--- config.mk ---
export PLATFORM = sky130hd
export DESIGN_NAME = instr_fetch
export DESIGN_NICKNAME = d
export VERILOG_FILES = /design/src/rtl/cpu_pkg.sv /design/src/rtl/pc_reg.sv /design/src/rtl/instr_fetch.sv
export SDC_FILE = /design/constraint.sdc
export NUM_CORES = 1
export LEC_CHECK = 0
export CAP_MARGIN = 20
export CORE_UTILIZATION = 43
export DETAILED_ROUTE_END_ITERATION = 8
export PLACE_DENSITY = 0.81
export SLEW_MARGIN = 20
export SYNTH_ARGS = -nofsm -noshare
export SYNTH_HDL_FRONTEND = slang
export SYNTH_HIERARCHICAL = 1
export SYNTH_SLANG_ARGS = --single-unit
--- constraint.sdc ---
create_clock -name clk -period 1.9 [get_ports clk]
set_input_delay 0.38 -clock clk [delete_from_list [all_inputs] [get_ports clk]]
set_output_delay 0.38 -clock clk [all_outputs]
set_load 0.01 [all_outputs]
--- src/rtl/cpu_pkg.sv ---
// cpu_pkg: shared fetch-path width defaults and fetch FSM state encoding
package cpu_pkg;
    localparam int BUS_WIDTH_DEF = 16;
    localparam int PC_WIDTH_DEF  = 8;
    localparam int TIMEOUT_DEF   = 16;
    typedef enum logic [1:0] {IDLE, REQ, WAIT} fetch_state_t;
endpackage

--- src/rtl/pc_reg.sv ---
// pc_reg: program counter with load (priority) and wrapping increment
module pc_reg #(
    parameter int PC_WIDTH = cpu_pkg::PC_WIDTH_DEF
) (
    input  logic                clk,
    input  logic                reset,
    input  logic                inc,
    input  logic                load,
    input  logic [PC_WIDTH-1:0] load_addr,
    output logic [PC_WIDTH-1:0] pc
);
    always_ff @(posedge clk)
        pc <= reset ? '0 : load ? load_addr : inc ? pc + 1'b1 : pc;
endmodule

--- src/rtl/instr_fetch.sv ---
// instr_fetch: IDLE/REQ/WAIT fetch FSM with one-deep request queue, jump flush and sticky timeout
module instr_fetch
    import cpu_pkg::*;
#(
    parameter int BUS_WIDTH = BUS_WIDTH_DEF,
    parameter int PC_WIDTH  = PC_WIDTH_DEF,
    parameter int TIMEOUT   = TIMEOUT_DEF
) (
    input  logic                 clk,
    input  logic                 reset,
    input  logic                 pc_inc,
    input  logic                 imem_read,
    input  logic                 jump,
    input  logic [PC_WIDTH-1:0]  jump_addr,
    output logic [PC_WIDTH-1:0]  imem_addr,
    output logic                 imem_rd_en,
    input  logic [BUS_WIDTH-1:0] imem_rdata,
    input  logic                 imem_rvalid,
    output logic [BUS_WIDTH-1:0] ir,
    output logic                 ir_valid,
    output logic [PC_WIDTH-1:0]  pc,
    output logic                 busy,
    output logic                 fetch_err
);
    localparam int TW = $clog2(TIMEOUT + 1);
    localparam logic [TW-1:0] T_LAST = TW'(TIMEOUT - 1);

    fetch_state_t state, state_n;
    logic pending, pending_n, rd_en_n, ir_valid_n, err_n;
    logic [TW-1:0] tcnt, tcnt_n;
    logic [PC_WIDTH-1:0] addr_n;
    logic [BUS_WIDTH-1:0] ir_n;

    pc_reg #(.PC_WIDTH(PC_WIDTH)) u_pc (
        .clk(clk), .reset(reset), .inc(pc_inc), .load(jump), .load_addr(jump_addr), .pc(pc)
    );

    assign busy = state != IDLE;

    always_comb begin
        state_n    = state;
        pending_n  = pending | (busy & imem_read);
        tcnt_n     = '0;
        ir_n       = ir;
        ir_valid_n = 1'b0;
        rd_en_n    = 1'b0;
        addr_n     = imem_addr;
        err_n      = fetch_err;
        case (state)
            IDLE: if (imem_read || pending) begin
                state_n   = REQ;
                pending_n = 1'b0;
                rd_en_n   = 1'b1;
                addr_n    = pc;
            end
            REQ: state_n = jump ? IDLE : WAIT;
            WAIT: if (jump) state_n = IDLE;
            else if (imem_rvalid) begin
                state_n    = IDLE;
                ir_n       = imem_rdata;
                ir_valid_n = 1'b1;
            end else if (tcnt == T_LAST) begin
                state_n = IDLE;
                err_n   = 1'b1;
            end else tcnt_n = tcnt + 1'b1;
            default: state_n = IDLE;
        endcase
    end

    always_ff @(posedge clk) begin
        if (reset) begin
            state      <= IDLE;
            pending    <= 1'b0;
            tcnt       <= '0;
            ir         <= '0;
            ir_valid   <= 1'b0;
            imem_rd_en <= 1'b0;
            imem_addr  <= '0;
            fetch_err  <= 1'b0;
        end else begin
            state      <= state_n;
            pending    <= pending_n;
            tcnt       <= tcnt_n;
            ir         <= ir_n;
            ir_valid   <= ir_valid_n;
            imem_rd_en <= rd_en_n;
            imem_addr  <= addr_n;
            fetch_err  <= err_n;
        end
    end
endmodule

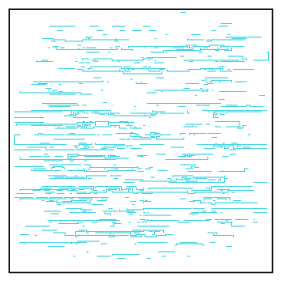
(images/layer_met1.png)
(4 px per um)
wire length on this layer: 1,890 um
longest straight run: 23.9 um
share of all routed wire: 47%
main direction: horizontal

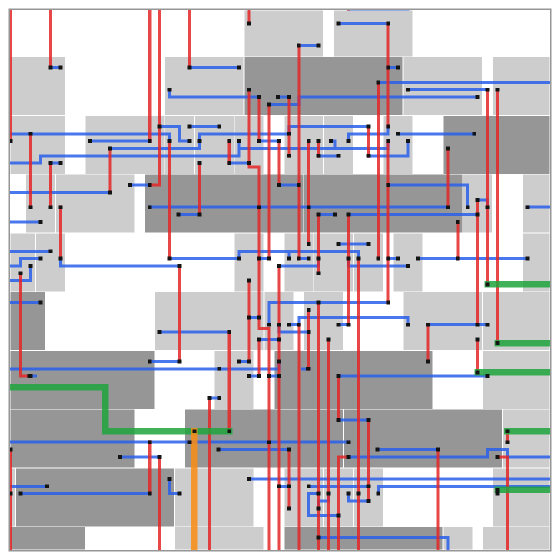
(images/detail.png)
Region (37, 37) to (62, 62) um. Cells in gray, sequential cells in the stronger gray; small squares are vias.
legend:
  metal 1:
    color: blue
  metal 2:
    color: red
  metal 3:
    color: green
  metal 4:
    color: orange
cells with their middle in the window: 46
sequential cells in the window: 10
most frequent: clkdlybuf4s50_1 (15), nand2_1 (13), dfxtp_1 (9)
netlist names of flops here include: `ir` (7)

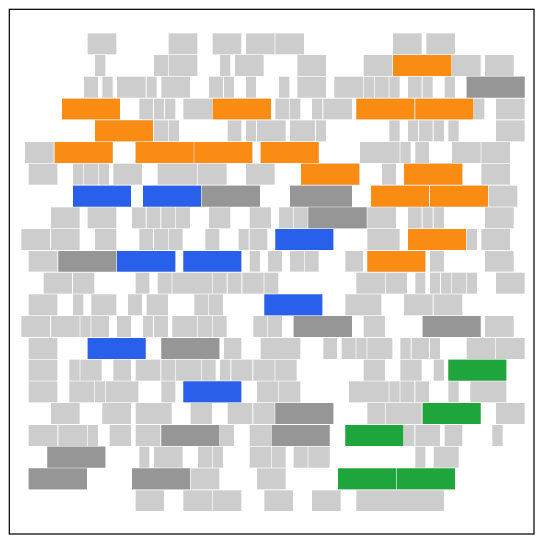
(images/flops_by_reg.png)
(8 px per um)
legend:
  `ir`:
    color: orange
    sequential_cells: 16
  `imem_addr`:
    color: blue
    sequential_cells: 8
  `tcnt`:
    color: green
    sequential_cells: 5
    where: bottom right

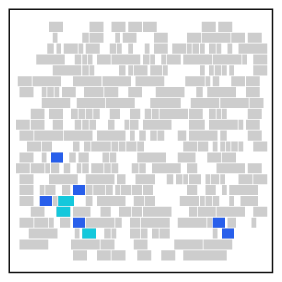
(images/logic_types.png)
(4 px per um)
legend:
  mux cells:
    color: cyan
    cells: 3
  xor and xnor cells:
    color: blue
    cells: 6

==> flow_summary.toml <==
# physical design summary
[run_status]
status = "complete, no violations"

[critical_path]
critPathRequiredTime_ns = 1.52
start_kind = "flip-flop"
arrival_ns = 1.43

[finish]
final_common_cell = "clkdlybuf4s50_1"
syn_to_final_growth_pct = 47.18
area_dominant_class = "sequential cells"
finalNetCount = 302
buffers_excl_clock = 73
seq_area_um2 = 862.1
ff_count = 43
fin_cells = 318
clock_buffers = 5
comb_cells = 140
sh_seq_area = 0.3387

[final_timing]
rsz0062_at_grt = "false"
setup_viol_count_final = 0
tightest_slew_ns = 0.4091

[yosys]
post_synth_num_cell_types = 35
ys_sh_aoi = 0.1498
logic_family = "simple AND/OR/NAND/NOR gates"
ys_cells = 202
yosysWarnings = 6
mux_share = 0.01809
synth_seq_share = 0.4978
post-synth-top-area-cell = "dfxtp_1"

[clocking]
clkLatencyLatePin_ns = 0.30
clock-root-buffer = "clkbuf_8"
cts_hold_buf = 0
clkTransAtPathRegs_ns = 0.08

[power_and_ir_drop]
seq_cell_power_uw = 957
intPower_uw = 1459
powerComb_uw = 241

[placed_design]
io_buffers = 65

[die]
core-area_mm2 = 0.003771

[route]
ant_nets = 0
postRouteWirelength_mm = 4.023
viasPerCell = 5.129
dr.pass1.iters = 4

[grt]
antenna_found_initial = 0
==> worst max-delay path, cell delays in order (launching register included) <==
cell and delay (ns):
dfxtp_1 0.42, nor2_2 0.07, inv_1 0.11, clkdlybuf4s50_1 0.55
==> path summary, 6_finish.rpt <==
check                 from  endpoint  slack [ns]  cells past startpoint
setup / recovery  state[1]      busy        0.09                      3
setup reg to reg   tcnt[0]   tcnt[3]        0.40                      6
hold reg to reg    tcnt[0]   tcnt[0]        0.45                      1
hold / removal     tcnt[0]   tcnt[0]        0.45                      1
==> layer usage <==
| layer | up-vias | track usage | wire, um |
|---|---|---|---|
| met2 | 48 | 0.3286 | 1840 |
| li1 | 824 | - | - |
| met3 | 7 | 0.05382 | 226 |
| met1 | 752 | 0.2373 | 1893 |
| met5 | - | 0 | 0 |
| met4 | 0 | 0.08152 | 63 |
==> timing repair <==
action                                  CTS  global route
gates resized                             0             1
hold endpoints to repair                  0             0
endpoints found under the setup margin    0             1
buffers inserted                          0             0
==> Yosys cell counts, drive strengths merged <==
cell type and count:
nor4b 1, nand4bb 1, mux2 1, xnor2 1, o21a 1, nor2 13, mux2i 2, a31oi 1
dfxtp 43, a21oi 28, nand2 35, or2 1, inv 6, o21ai 8, nor3 6, and4bb 1
nand4 3, or3b 1, clkbuf 6, o211ai 4, and3 2, xor2 5, or4 2, buf 7
nor3b 4, o31a 1, a211oi 3, ha 3, nand3 12
==> stage by stage <==
stage | setup WS, ns | hold slack [ns] | power (uW)
final | 0.08524 | 0.4525 | 1897
after global routing | 0.03742 | 0.4687 | 1981
after global placement | 0.02903 | 0.4323 | 1216
after detailed placement | 0.007259 | 0.4413 | 1218
after CTS | 0.05804 | 0.4528 | 1915
after floorplan | 0.4134 | 0.4175 | 1072
Power figures rest on the tool's default switching activity, not on a simulated workload.
